File: src/rtl/control_entrada.sv
`default_nettype none
// ============================================================================
// Module      : control_entrada
// Description : Keypad entry sequencer that captures two operands from the
//               push register and starts and displays the arithmetic unit.
// Revision    : 1.0 - initial release
// ============================================================================
module control_entrada #(
  parameter int MAX_DIG = 3
) (
  input  logic        clk,
  input  logic        rst,
  input  logic        tecla_valida,
  input  logic [3:0]  tecla,
  input  logic [15:0] numero,
  input  logic        listo,
  output logic        push,
  output logic [3:0]  dato,
  output logic        rst_dat,
  output logic        guardado,
  output logic [15:0] op_a,
  output logic [15:0] op_b,
  output logic        inicio,
  output logic        mostrar,
  output logic [2:0]  digitos,
  output logic [3:0]  estado
);

  typedef enum logic [3:0] {
    CAP_A  = 4'd0,
    SAVE_A = 4'd1,
    CLR_A  = 4'd2,
    CAP_B  = 4'd3,
    SAVE_B = 4'd4,
    START  = 4'd5,
    WAIT   = 4'd6,
    SHOW   = 4'd7,
    CLR    = 4'd8
  } state_t;

  localparam logic [2:0] c_max_dig   = 3'(MAX_DIG);
  localparam logic [3:0] c_key_enter = 4'hA;
  localparam logic [3:0] c_key_erase = 4'hB;
  localparam logic [3:0] c_key_clear = 4'hC;

  state_t      r_state, w_state_nx;
  logic        r_push, w_push_nx;
  logic [3:0]  r_dato, w_dato_nx;
  logic        r_rst_dat, w_rst_dat_nx;
  logic        r_guardado, w_guardado_nx;
  logic [15:0] r_op_a, w_op_a_nx;
  logic [15:0] r_op_b, w_op_b_nx;
  logic        r_inicio, w_inicio_nx;
  logic        r_mostrar, w_mostrar_nx;
  logic [2:0]  r_digitos, w_digitos_nx;
  logic        w_es_digito;

  assign w_es_digito = (tecla <= 4'd9);

  always_ff @(posedge clk or negedge rst) begin
    if (!rst) begin
      r_state    <= CAP_A;
      r_push     <= 1'b0;
      r_dato     <= 4'd0;
      r_rst_dat  <= 1'b0;
      r_guardado <= 1'b0;
      r_op_a     <= 16'd0;
      r_op_b     <= 16'd0;
      r_inicio   <= 1'b0;
      r_mostrar  <= 1'b0;
      r_digitos  <= 3'd0;
    end else begin
      r_state    <= w_state_nx;
      r_push     <= w_push_nx;
      r_dato     <= w_dato_nx;
      r_rst_dat  <= w_rst_dat_nx;
      r_guardado <= w_guardado_nx;
      r_op_a     <= w_op_a_nx;
      r_op_b     <= w_op_b_nx;
      r_inicio   <= w_inicio_nx;
      r_mostrar  <= w_mostrar_nx;
      r_digitos  <= w_digitos_nx;
    end
  end

  // Outputs are registered alongside the state, so each state's actions are
  // applied on the edge that enters it.
  always_comb begin
    w_state_nx    = r_state;
    w_push_nx     = 1'b0;
    w_dato_nx     = r_dato;
    w_rst_dat_nx  = 1'b0;
    w_guardado_nx = 1'b0;
    w_op_a_nx     = r_op_a;
    w_op_b_nx     = r_op_b;
    w_inicio_nx   = 1'b0;
    w_mostrar_nx  = 1'b0;
    w_digitos_nx  = r_digitos;

    case (r_state)
      CAP_A, CAP_B: begin
        if (tecla_valida) begin
          if (w_es_digito) begin
            if (r_digitos < c_max_dig) begin
              w_push_nx    = 1'b1;
              w_dato_nx    = tecla;
              w_digitos_nx = r_digitos + 3'd1;
            end
          end else if (tecla == c_key_enter) begin
            if (r_digitos != 3'd0) begin
              w_state_nx = (r_state == CAP_A) ? SAVE_A : SAVE_B;
            end
          end else if (tecla == c_key_erase) begin
            w_rst_dat_nx = 1'b1;
            w_digitos_nx = 3'd0;
          end else if (tecla == c_key_clear) begin
            w_state_nx = CLR;
          end
        end
      end
      SAVE_A: w_state_nx = CLR_A;
      CLR_A:  w_state_nx = CAP_B;
      SAVE_B: w_state_nx = START;
      START:  w_state_nx = WAIT;
      WAIT: begin
        if (tecla_valida && (tecla == c_key_clear)) begin
          w_state_nx = CLR;
        end else if (listo) begin
          w_state_nx = SHOW;
        end
      end
      SHOW: begin
        if (tecla_valida) begin
          w_state_nx = CLR;
        end
      end
      CLR:     w_state_nx = CAP_A;
      default: w_state_nx = CAP_A;
    endcase

    case (w_state_nx)
      SAVE_A: begin
        w_guardado_nx = 1'b1;
        w_op_a_nx     = numero;
      end
      CLR_A: begin
        w_rst_dat_nx = 1'b1;
        w_digitos_nx = 3'd0;
      end
      SAVE_B: begin
        w_guardado_nx = 1'b1;
        w_op_b_nx     = numero;
      end
      START: w_inicio_nx  = 1'b1;
      SHOW:  w_mostrar_nx = 1'b1;
      CLR: begin
        w_rst_dat_nx = 1'b1;
        w_op_a_nx    = 16'd0;
        w_op_b_nx    = 16'd0;
        w_digitos_nx = 3'd0;
      end
      default: ;
    endcase
  end

  assign push     = r_push;
  assign dato     = r_dato;
  assign rst_dat  = r_rst_dat;
  assign guardado = r_guardado;
  assign op_a     = r_op_a;
  assign op_b     = r_op_b;
  assign inicio   = r_inicio;
  assign mostrar  = r_mostrar;
  assign digitos  = r_digitos;
  assign estado   = r_state;

endmodule
`default_nettype wire
File: config.mk
export PLATFORM = sky130hd
export DESIGN_NAME = control_entrada
export DESIGN_NICKNAME = d
export VERILOG_FILES = /design/src/rtl/control_entrada.sv
export SDC_FILE = /design/constraint.sdc
export NUM_CORES = 1
export LEC_CHECK = 0
export CAP_MARGIN = 20
export CORE_UTILIZATION = 40
export CTS_CLUSTER_SIZE = 40
export DETAILED_ROUTE_END_ITERATION = 16
export PLACE_DENSITY = 0.71
export SKIP_LAST_GASP = 1
export SLEW_MARGIN = 20
export SYNTH_ARGS = -nofsm -noshare
export SYNTH_HDL_FRONTEND = slang
export SYNTH_SLANG_ARGS = --single-unit
export TNS_END_PERCENT = 1
File: constraint.sdc
create_clock -name clk -period 3.8 [get_ports clk]
set_input_delay 0.95 -clock clk [delete_from_list [all_inputs] [get_ports clk]]
set_output_delay 0.95 -clock clk [all_outputs]
set_load 0.05 [all_outputs]
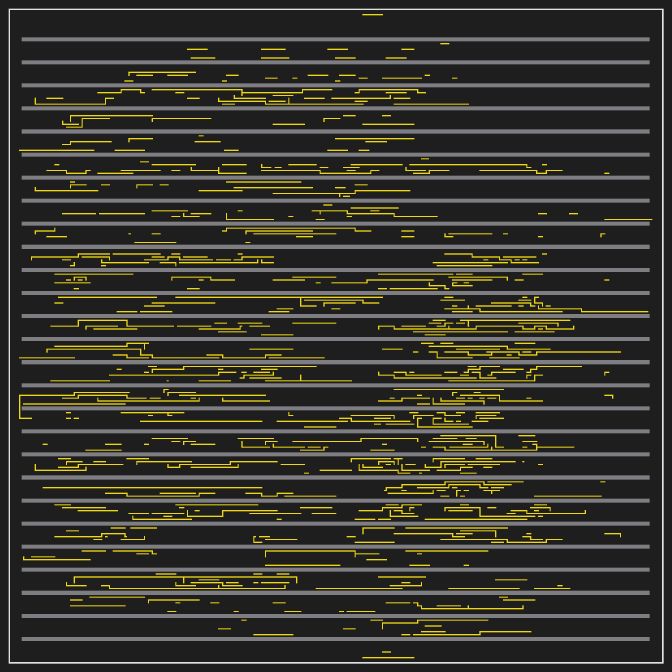
Figure 1: M1 wires.
Supply wires on this layer in grey.
wire length on this layer: 2210 um
nets with wire on the layer: 254
main direction: horizontal
final WL: 4.78 mm
via count: 1703
GR met1 Demand/Resource: 23.1%

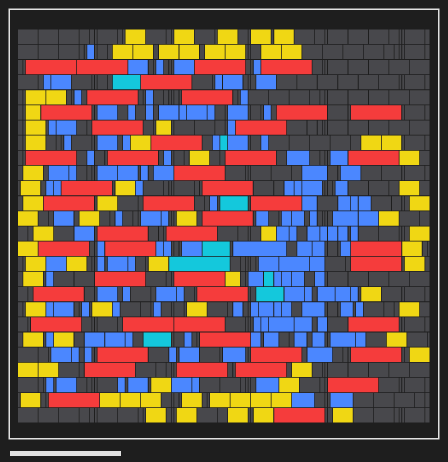
Figure 2: placement by cell class.
Scale bar: 20 um. Fill, decap, tap and diode cells in grey.
legend:
  red:
    class: flip-flops
    cells: 48
    share_of_their_area: 40%
  yellow:
    class: other buffers and delay cells
    cells: 74
    share_of_their_area: 24%
  cyan:
    class: clock drivers and dummy loads
    cells: 8
    share_of_their_area: 3.5%
  blue:
    class: all other logic
    cells: 148
    share_of_their_area: 33%
row cnt: 26
sequential share of cell area: 38.5%
core area: 0.00524 sq mm
final core occ: 59.6%
fin area: 0.00312 sq mm

==> flow_summary_export.csv <==
group,metric,value,unit
status,status,"completed",
finish,mostFrequentLayoutCells,"clkdlybuf4s50_1, dfrtp_1, mux2i_1",
sta,whs,0.494,ns
floorplanning,taps,70,
worst_setup_path,worstReg2RegStart,"digitos[0]",
finish,antenna_cells,0,
cts,clock.latency.late_pin,0.30,ns
placed_design,dp_cells,340,
synthesis,synthCells,204,
cts,cts_tree,"yes",
synthesis,syn_nets,230,
route,via_per_inst,4.89,
finish,non_clock_buffer_area_share,23.4,%
job,warnings,27,
synthesis,yosys_cells,204,
route,top_layer_used,"met4",
cts,cts_root_buffer,"clkbuf_8",
global_routing,grt_antenna_before_repair,0,
finish,ff_count,48,
finish,clockNetworkAreaShare,3.45,%
route,drt_iter0_drc,84,
synthesis,ys_sh_adder,2.06,%
placed_design,dpl_worst_slack,0.534,ns
sta,fin_crit,2.96,ns
global_routing,overflow,0,
sta,final-hold-violation-count,0,
finish,comb_area,913,sq um
cts,cts.sink_count,48,
pwr,powerDensity,923,mW/mm^2
global_routing,grt_max_degree,49,
cts,h-tree-depth,2,
finish,synthToLayoutAreaGrowth,39.2,%
global_routing,grt_pass1_vias,1735,
synthesis,ys_area,0.00224,sq mm
finish,comb_share,29.2,%
finish,clock_buffers,6,
synthesis,yosysUniqueCellTypes,43,
worst_setup_path,cp_data_required_time,4.03,ns
cts,cts_hold_buf,0,
pwr,p_total,2.88,mW
cts,cts.clk_slew.worst_paths,0.09,ns
worst_setup_path,rr_endpoint,"op_a[9]",
cts,clockBufferDepth,2,
worst_setup_path,rrSetupSlack,1.57,ns
placed_design,numPortBuffers,71,
synthesis,syn_area,0.00224,sq mm
floorplanning,fp_util,42.8,%
worst_setup_path,start_kind,"input pin",
worst_setup_path,startpoint,"tecla[0]",
route,ant_nets,0,
route,drc,0,
route,wl_met3,345,um
job,max-cap-violations,0,
finish,inverters,22,
pwr,ir_worst_vdd,447,uV
finish,drive_above_1_share,7.55,%
sta,final.setup.worst_slack,0.843,ns
synthesis,ys_seq_share,53.5,%
global_routing,grt_pass1_wl,8.22,mm
sta,fmax,338,MHz
worst_setup_path,cp-endpoint,"digitos[0]",
synthesis,mux_share,16.3,%
sta,worst_pin_slew,0.714,ns
min_path,hp-start,"dato[1]",
placed_design,place_area,0.00301,sq mm
worst_setup_path,cp.arrival,3.19,ns
sta,maxSlewHeadroom,52.4,%
sta,finClkSkew,0.0104,ns
finish,comb.multi_input.count,126,
cts,cts_setup_buffers,0,
pwr,leakage,1.65,nW
placed_design,gp_congestion,0.881,
finish,instances_no_fill,348,
floorplanning,die_width,76.9,um
min_path,hp-class,"register to register",
finish,fillers,443,
worst_setup_path,crit_type,"input pin to register",
worst_setup_path,path_max_fanout,10,
sta,period_used_share,77.8,%
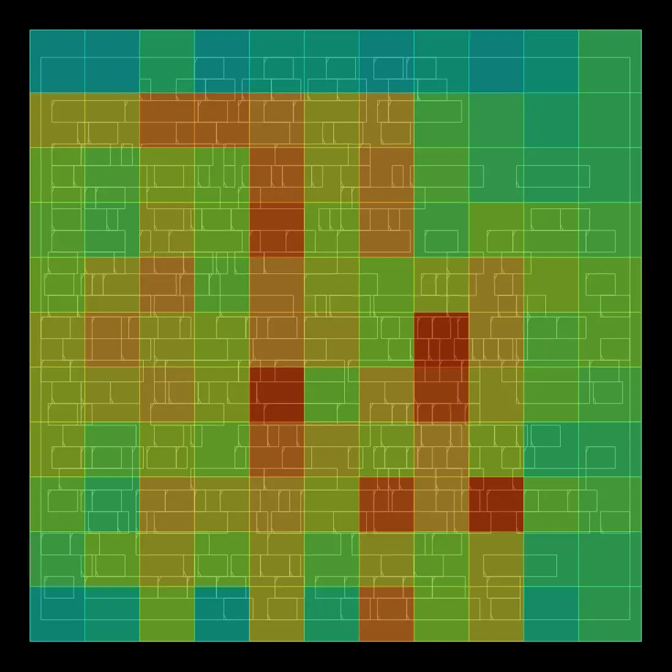
Figure 3: congestion heat map.
GR Util met3: 6.55%
wire per inst: 13.7 um
grt peak-use layer: met2
GRT Overall Usage: 17.8%

## cell usage after synthesis (all sizes together)
library cell	instances	area, sq um
dfrtp	48	1200
mux2i	32	320
inv	22	82.6
nand2	22	82.6
nor2	20	75.1
buf	7	48.8
a21oi	5	25.0
o21ai	5	28.8
mux2	4	45.0
and4b	3	30.0
nor2b	3	18.8
or2	3	18.8
a211oi	2	20.0
and2	2	12.5
ha	2	25.0
maj3	2	21.3
nand3	2	10.0
nand3b	2	15.0
nand4	2	12.5
o31ai	2	15.0
a221oi	1	15.0
a31oi	1	6.26
a32oi	1	8.76
and3	1	6.26
and4bb	1	12.5
clkbuf	1	3.75
nand2b	1	6.26
nand4b	1	8.76
nand4bb	1	11.3
nor3	1	5.00
o2111ai	1	26.3
o211ai	1	7.51
o21a	1	7.51
o311a	1	10.0
## where the power goes
| group | internal, mW | total, mW | leakage [nW] | switching (mW) |
|---|---|---|---|---|
| Sequential | 0.722 | 0.861 | 0.614 | 0.139 |
| Clock | 0.195 | 0.360 | 0.0552 | 0.164 |
| Combinational | 0.568 | 1.66 | 0.986 | 1.09 |
## critical path: stages
cell and delay, ns:
clkdlybuf4s50_1 0.61, and4bb_2 0.33, maj3_2 0.32, a31oi_2 0.51
buf_4 0.25, o31ai_1 0.09, a21oi_1 0.13
## worst min path at each step
stage	depth (start not counted)	to	slack (ns)
finish	1	dato[1]	0.49
global route	1	dato[1]	0.53
CTS	1	dato[3]	0.50
detailed placement	1	dato[0]	0.48
global placement	1	dato[0]	0.47
floorplan	0	dato[0]	0.65
## registers in the layout (all words and copies together), names as in the netlist
| register | cells |
|---|---|
| mostrar | 1 |
| push | 1 |
| guardado | 1 |
| digitos | 3 |
| op_a | 16 |
| estado | 4 |
| inicio | 1 |
| op_b | 16 |
| rst_dat | 1 |
| dato | 4 |
Power is estimated from default activity; no workload was simulated.
